==> images/clock_wires.png <==
Scale: 4 px per um.
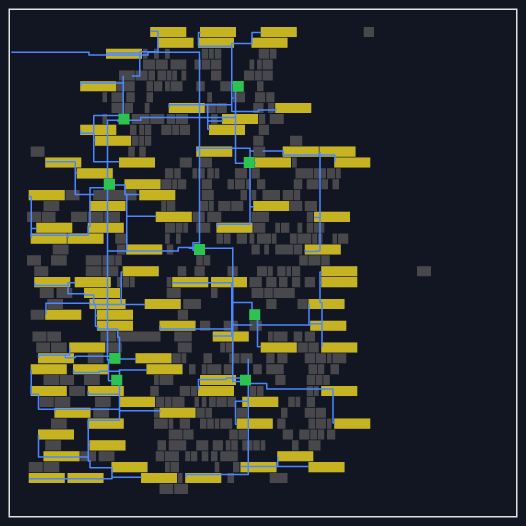
==> images/class_map.png <==
Scale: 2 px per um. Fill, decap, tap and diode cells in grey.
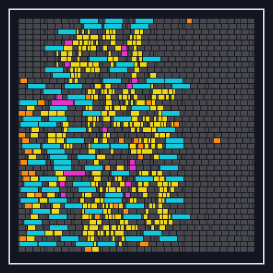
### config.mk
export PLATFORM = sky130hd
export DESIGN_NAME = apu_uart_loader
export DESIGN_NICKNAME = d
export VERILOG_FILES = /design/src/rtl/apu_uart_loader.sv
export SDC_FILE = /design/constraint.sdc
export NUM_CORES = 1
export LEC_CHECK = 0
export CAP_MARGIN = 10
export CORE_MARGIN = 4
export CORE_UTILIZATION = 30
export CTS_BUF_LIST = sky130_fd_sc_hd__clkbuf_4
export DETAILED_ROUTE_END_ITERATION = 7
export PLACE_DENSITY = 0.54
export SYNTH_ARGS = -nofsm -noshare
export SYNTH_HDL_FRONTEND = slang
export SYNTH_SLANG_ARGS = --single-unit
### constraint.sdc
create_clock -name clk -period 2.8 [get_ports clk]
set_input_delay 0.28 -clock clk [delete_from_list [all_inputs] [get_ports clk]]
set_output_delay 0.28 -clock clk [all_outputs]
set_load 0.02 [all_outputs]
### src/rtl/apu_uart_loader.sv
// apu_uart_loader: 8N1 serial receiver that pairs address/data bytes into single-cycle APU
// register writes and drives the `link` activity output. Define UART_PARITY_EN for 8E1 frames.
module apu_uart_loader #(
    parameter int unsigned OSCRATE      = 12_000_000,
    parameter int unsigned BAUDRATE     = 9600,
    parameter int unsigned TIMEOUT_BITS = 20,
    parameter int unsigned LINK_CYC     = OSCRATE / 20
) (
    input  logic       clk,
    input  logic       rst_n,
    input  logic       rx,
    output logic       wr_en,
    output logic [4:0] wr_addr,
    output logic [7:0] wr_data,
    output logic       frame_err,
    output logic       link
);

    localparam int unsigned BIT_CYC = OSCRATE / BAUDRATE;
    localparam int unsigned TMO_CYC = TIMEOUT_BITS * BIT_CYC;
    localparam int unsigned BW      = (BIT_CYC > 1) ? $clog2(BIT_CYC) : 1;
    localparam int unsigned TW      = (TMO_CYC > 0) ? $clog2(TMO_CYC + 1) : 1;
    localparam int unsigned LW      = (LINK_CYC > 0) ? $clog2(LINK_CYC + 1) : 1;

    localparam logic [BW-1:0] HALF_LOAD = BW'(BIT_CYC / 2 - 1);
    localparam logic [BW-1:0] FULL_LOAD = BW'(BIT_CYC - 1);
    localparam logic [TW-1:0] TMO_MAX   = TW'(TMO_CYC);
    localparam logic [LW-1:0] LINK_LOAD = LW'(LINK_CYC);

    localparam logic [2:0] R_IDLE  = 3'd0;
    localparam logic [2:0] R_START = 3'd1;
    localparam logic [2:0] R_DATA  = 3'd2;
`ifdef UART_PARITY_EN
    localparam logic [2:0] R_PAR   = 3'd3;
`endif
    localparam logic [2:0] R_STOP  = 3'd4;

    localparam logic F_ADDR = 1'b0;
    localparam logic F_DATA = 1'b1;

    // ------------------------------------------------------------------
    // Synchronizer
    // ------------------------------------------------------------------
    logic rx_meta_q, rxs_q, rxs_prev_q;

    // Reset to low so a line held low across reset never looks like a start edge.
    always_ff @(posedge clk or negedge rst_n) begin
        if (!rst_n) begin
            rx_meta_q  <= 1'b0;
            rxs_q      <= 1'b0;
            rxs_prev_q <= 1'b0;
        end else begin
            rx_meta_q  <= rx;
            rxs_q      <= rx_meta_q;
            rxs_prev_q <= rxs_q;
        end
    end

    // ------------------------------------------------------------------
    // Bit receiver
    // ------------------------------------------------------------------
    logic [2:0]    rstate_q, rstate_d;
    logic [BW-1:0] bit_cnt_q, bit_cnt_d;
    logic [2:0]    bit_idx_q, bit_idx_d;
    logic [7:0]    shreg_q, shreg_d;
`ifdef UART_PARITY_EN
    logic          par_err_q, par_err_d;
`endif
    logic          bit_tick;
    logic          start_edge;
    logic          byte_ok;
    logic          byte_bad;

    assign bit_tick = (bit_cnt_q == '0);

    always_comb begin
        rstate_d   = rstate_q;
        bit_cnt_d  = bit_tick ? bit_cnt_q : bit_cnt_q - BW'(1);
        bit_idx_d  = bit_idx_q;
        shreg_d    = shreg_q;
`ifdef UART_PARITY_EN
        par_err_d  = par_err_q;
`endif
        start_edge = 1'b0;
        byte_ok    = 1'b0;
        byte_bad   = 1'b0;
        case (rstate_q)
            R_IDLE: begin
                if (rxs_prev_q && !rxs_q) begin
                    start_edge = 1'b1;
                    rstate_d   = R_START;
                    bit_cnt_d  = HALF_LOAD;
                end
            end
            R_START: begin
                if (bit_tick) begin
                    if (!rxs_q) begin
                        rstate_d  = R_DATA;
                        bit_cnt_d = FULL_LOAD;
                        bit_idx_d = 3'd0;
                    end else begin
                        rstate_d = R_IDLE;
                    end
                end
            end
            R_DATA: begin
                if (bit_tick) begin
                    shreg_d   = {rxs_q, shreg_q[7:1]};
                    bit_cnt_d = FULL_LOAD;
                    bit_idx_d = bit_idx_q + 3'd1;
                    if (bit_idx_q == 3'd7) begin
`ifdef UART_PARITY_EN
                        rstate_d = R_PAR;
`else
                        rstate_d = R_STOP;
`endif
                    end
                end
            end
`ifdef UART_PARITY_EN
            R_PAR: begin
                if (bit_tick) begin
                    par_err_d = (rxs_q != ^shreg_q);
                    bit_cnt_d = FULL_LOAD;
                    rstate_d  = R_STOP;
                end
            end
`endif
            R_STOP: begin
                // Return to idle at the stop-bit centre so a back-to-back start edge is caught.
                if (bit_tick) begin
                    rstate_d = R_IDLE;
`ifdef UART_PARITY_EN
                    if (rxs_q && !par_err_q) byte_ok = 1'b1;
                    else                     byte_bad = 1'b1;
`else
                    if (rxs_q) byte_ok = 1'b1;
                    else       byte_bad = 1'b1;
`endif
                end
            end
            default: rstate_d = R_IDLE;
        endcase
    end

    always_ff @(posedge clk or negedge rst_n) begin
        if (!rst_n) begin
            rstate_q  <= R_IDLE;
            bit_cnt_q <= '0;
            bit_idx_q <= 3'd0;
            shreg_q   <= 8'd0;
`ifdef UART_PARITY_EN
            par_err_q <= 1'b0;
`endif
        end else begin
            rstate_q  <= rstate_d;
            bit_cnt_q <= bit_cnt_d;
            bit_idx_q <= bit_idx_d;
            shreg_q   <= shreg_d;
`ifdef UART_PARITY_EN
            par_err_q <= par_err_d;
`endif
        end
    end

    // ------------------------------------------------------------------
    // Frame assembler, timeout and link
    // ------------------------------------------------------------------
    logic          fstate_q, fstate_d;
    logic [4:0]    addr_q, addr_d;
    logic [TW-1:0] tmo_q, tmo_d;
    logic [LW-1:0] link_cnt_q, link_cnt_d;
    logic          wr_en_q, wr_en_d;
    logic [4:0]    wr_addr_q, wr_addr_d;
    logic [7:0]    wr_data_q, wr_data_d;
    logic          frame_err_q, frame_err_d;

    always_comb begin
        fstate_d    = fstate_q;
        addr_d      = addr_q;
        tmo_d       = tmo_q;
        link_cnt_d  = (link_cnt_q != '0) ? link_cnt_q - LW'(1) : link_cnt_q;
        wr_en_d     = 1'b0;
        wr_addr_d   = wr_addr_q;
        wr_data_d   = wr_data_q;
        frame_err_d = 1'b0;

        // Timeout only advances while the line is idle between bytes of a frame.
        if (fstate_q != F_DATA || start_edge) begin
            tmo_d = '0;
        end else if (rstate_q == R_IDLE && tmo_q != TMO_MAX) begin
            tmo_d = tmo_q + TW'(1);
        end

        if (byte_bad) begin
            frame_err_d = 1'b1;
            fstate_d    = F_ADDR;
        end else if (byte_ok) begin
            link_cnt_d = LINK_LOAD;
            if (fstate_q == F_ADDR) begin
                if (shreg_q[7:5] == 3'b000 && shreg_q[4:0] <= 5'd23) begin
                    addr_d   = shreg_q[4:0];
                    fstate_d = F_DATA;
                    tmo_d    = '0;
                end else begin
                    frame_err_d = 1'b1;
                end
            end else begin
                wr_en_d   = 1'b1;
                wr_addr_d = addr_q;
                wr_data_d = shreg_q;
                fstate_d  = F_ADDR;
            end
        end else if (fstate_q == F_DATA && tmo_q == TMO_MAX) begin
            fstate_d = F_ADDR;
        end
    end

    always_ff @(posedge clk or negedge rst_n) begin
        if (!rst_n) begin
            fstate_q    <= F_ADDR;
            addr_q      <= 5'd0;
            tmo_q       <= '0;
            link_cnt_q  <= '0;
            wr_en_q     <= 1'b0;
            wr_addr_q   <= 5'd0;
            wr_data_q   <= 8'd0;
            frame_err_q <= 1'b0;
        end else begin
            fstate_q    <= fstate_d;
            addr_q      <= addr_d;
            tmo_q       <= tmo_d;
            link_cnt_q  <= link_cnt_d;
            wr_en_q     <= wr_en_d;
            wr_addr_q   <= wr_addr_d;
            wr_data_q   <= wr_data_d;
            frame_err_q <= frame_err_d;
        end
    end

    assign wr_en     = wr_en_q;
    assign wr_addr   = wr_addr_q;
    assign wr_data   = wr_data_q;
    assign frame_err = frame_err_q;
    assign link      = (link_cnt_q != '0);

endmodule

==> summary.txt <==
fresh numbers from the pnr run: Commonest flop dfrtp_1, Core ar. ~0.014 sq mm, Critical path buffers and inverters 0, Max FO, Critical Path 14, Final Util between 30% and 40%, Via density roughly 5.2, Fmax 416.0 MHz, most frequent cell after synthesis dfrtp_1, slowest stage cell, crit path or4_4, Design Area, Final 0.004821 sq mm, Synth Net Count 412, Post-Place Setup Slack ~430 ps, P_seq 1360 uW, placement-stage cell area roughly 0.0046 sq mm, Area growth syn-to-layout 14.40%, P_int 1808 uW, Synth area leaders dfrtp_1 (50%), mux2_2 (6.9%), mux2i_1 (2.6%), Netlist cell types 52, clock power share between 30 and 40%, final-report max-slew violation count 0, top cell type by total area after synthesis dfrtp_1, Avg Inst Size Synth 10.51 sq um, initial antenna violation count 0, Hold Path Class in -> async, Flop pwr share a little over half, cells in synth_stat.txt approximately 400, setup TNS 0 ps, NetSw around 750 uW, total number of vias approximately 3200, critical path launch point type flip-flop, Post-CTS Resized 1, power density over cell area between 500 and 600 mW/mm^2, status finished clean, Fill cells about 1400, Storage cell area about 0.0021 sq mm, Die Y ~130 um, DRT antenna net count 0, leakage about 0.0022 uW, Setup CP Type reg -> reg, First-pass DRT Iterations 4, register share after synthesis 49.88%, Sw Ratio just under 30%, setup ws final around 400 ps, fp_density between 30% and 40%, Comb group around 350 uW, Commonest Layout Cell dfrtp_1, GRT overflow 0, vias in the first global route around 3300, CP Data Required Time ~3200 ps, H-tree levels 3, Syn Inst Count between 400 and 500, Slew HR slightly below 30%, crit share post-route 85.86%, Yosys chip area between 0.004 and 0.005 sq mm, worst slew pin tran between 1000 and 1500 ps, total global-route track usage approximately an eighth, ys flops between 80 and 90, Remaining DRCs 0, Cell Chain, Critical Path or3_1, or4_4, or4_1, a21oi_1, most frequent cells in the layout dfrtp_1 (84), nand2_1 (28), mux2_2 (26), Min Hold Slack 8.591 ps, DIE WIDTH 126.5 um, Setup crit end kind flip-flop, unrepaired setup endpoints after global routing false, Clock Root Buffer clkbuf_4, maximum vdd drop roughly 0.00026 V, Critical Path Max Stage Delay 600 ps, Log Warnings 28, Top Family by Delay on Critical Path simple AND/OR/NAND/NOR gates, Gate Area roughly 0.0020 sq mm, max_cap viols 0, pin count of the biggest net entering global routing ~85, combinational fraction of design power a little over an eighth, Clock transition at path regs between 100 and 150 ps, Post-DP HPWL 6.079 mm, wire per inst around 15 um, Detailed Route Iter0 Violations around 200, post-cts hold-fix buffer tally 0
## Picture notes: clock_wires.png
Yellow shows flip-flops, count 84. Blue shows clock wires, length 1150 um. Green shows clock-net drivers, count 9.
There are 10 routed clock nets.

## Picture notes: class_map.png
Yellow shows remaining logic cells, cells 302, share of their area 45%. Orange shows remaining buffers and delay cells, cells 29, share of their area 5.7%. Cyan shows registers, cells 84, share of their area 46%. Magenta shows clock drivers and dummy loads, cells 16, share of their area 3.8%.

## layout make-up
cell class	count	area share (%)
Tap cell	180	4.672
Timing Repair Buffer	29	5.450
Clock buffer	9	1.402
Sequential cell	84	43.60
Multi-Input combinational cell	288	41.58
Clock inverter	7	2.206
Inverter	14	1.090
## per-layer routing
layer | part of all wire (%) | global-route usage, % | vias to the layer above | wire, um
li1 | - | - | 1540 | -
met1 | 49 | 16.73 | 1587 | 4390
met2 | 46 | 18.18 | 43 | 4108
met3 | 2.6 | 1.811 | 12 | 234
met4 | 1.7 | 5.489 | 0 | 155
met5 | 0 | 0 | - | 0
## path summary, 6_finish.rpt
path                             startpoint          end  slack, ps  depth (start not counted)
worst min register to register    rx_meta_q        rxs_q        370                          0
max in group asynchronous             rst_n  rstate_q[1]       2120                          1
worst max-delay path            rstate_q[2]    tmo_q[11]        400                          4
worst min-delay path                  rst_n    tmo_q[12]          9                          1
worst max register to register  rstate_q[2]    tmo_q[11]        400                          4
min in group clk                         rx    rx_meta_q        270                          1
## cells by family after synthesis
| logic type | Yosys count | share of synthesized area, % |
|---|---|---|
| compound gates | 76 | 11.67 |
| xor+xnor | 10 | 2.078 |
| fa+ha+maj | 8 | 2.375 |
| buf+inv | 29 | 2.821 |
| flops | 84 | 49.88 |
| mux | 37 | 9.561 |
| simple gates | 157 | 21.62 |
## registers in the layout, summed over array words and instances (netlist names)
signal      count
link_cnt_q     20
tmo_q          15
bit_cnt_q      11
shreg_q         8
wr_data         8
addr_q          5
wr_addr         5
bit_idx_q       3
rstate_q        3
frame_err       1
fstate_q        1
rx_meta_q       1
rxs_prev_q      1
rxs_q           1
wr_en           1
## worst reg2reg max path, delay by kind of cell (launching register included)
kind               cells  cell delay [ps]
and+or+nand+nor        3             1650
DFF                    1              520
AOI/OAI and AO/OA      1              160
Power and IR drop assume default switching activity.
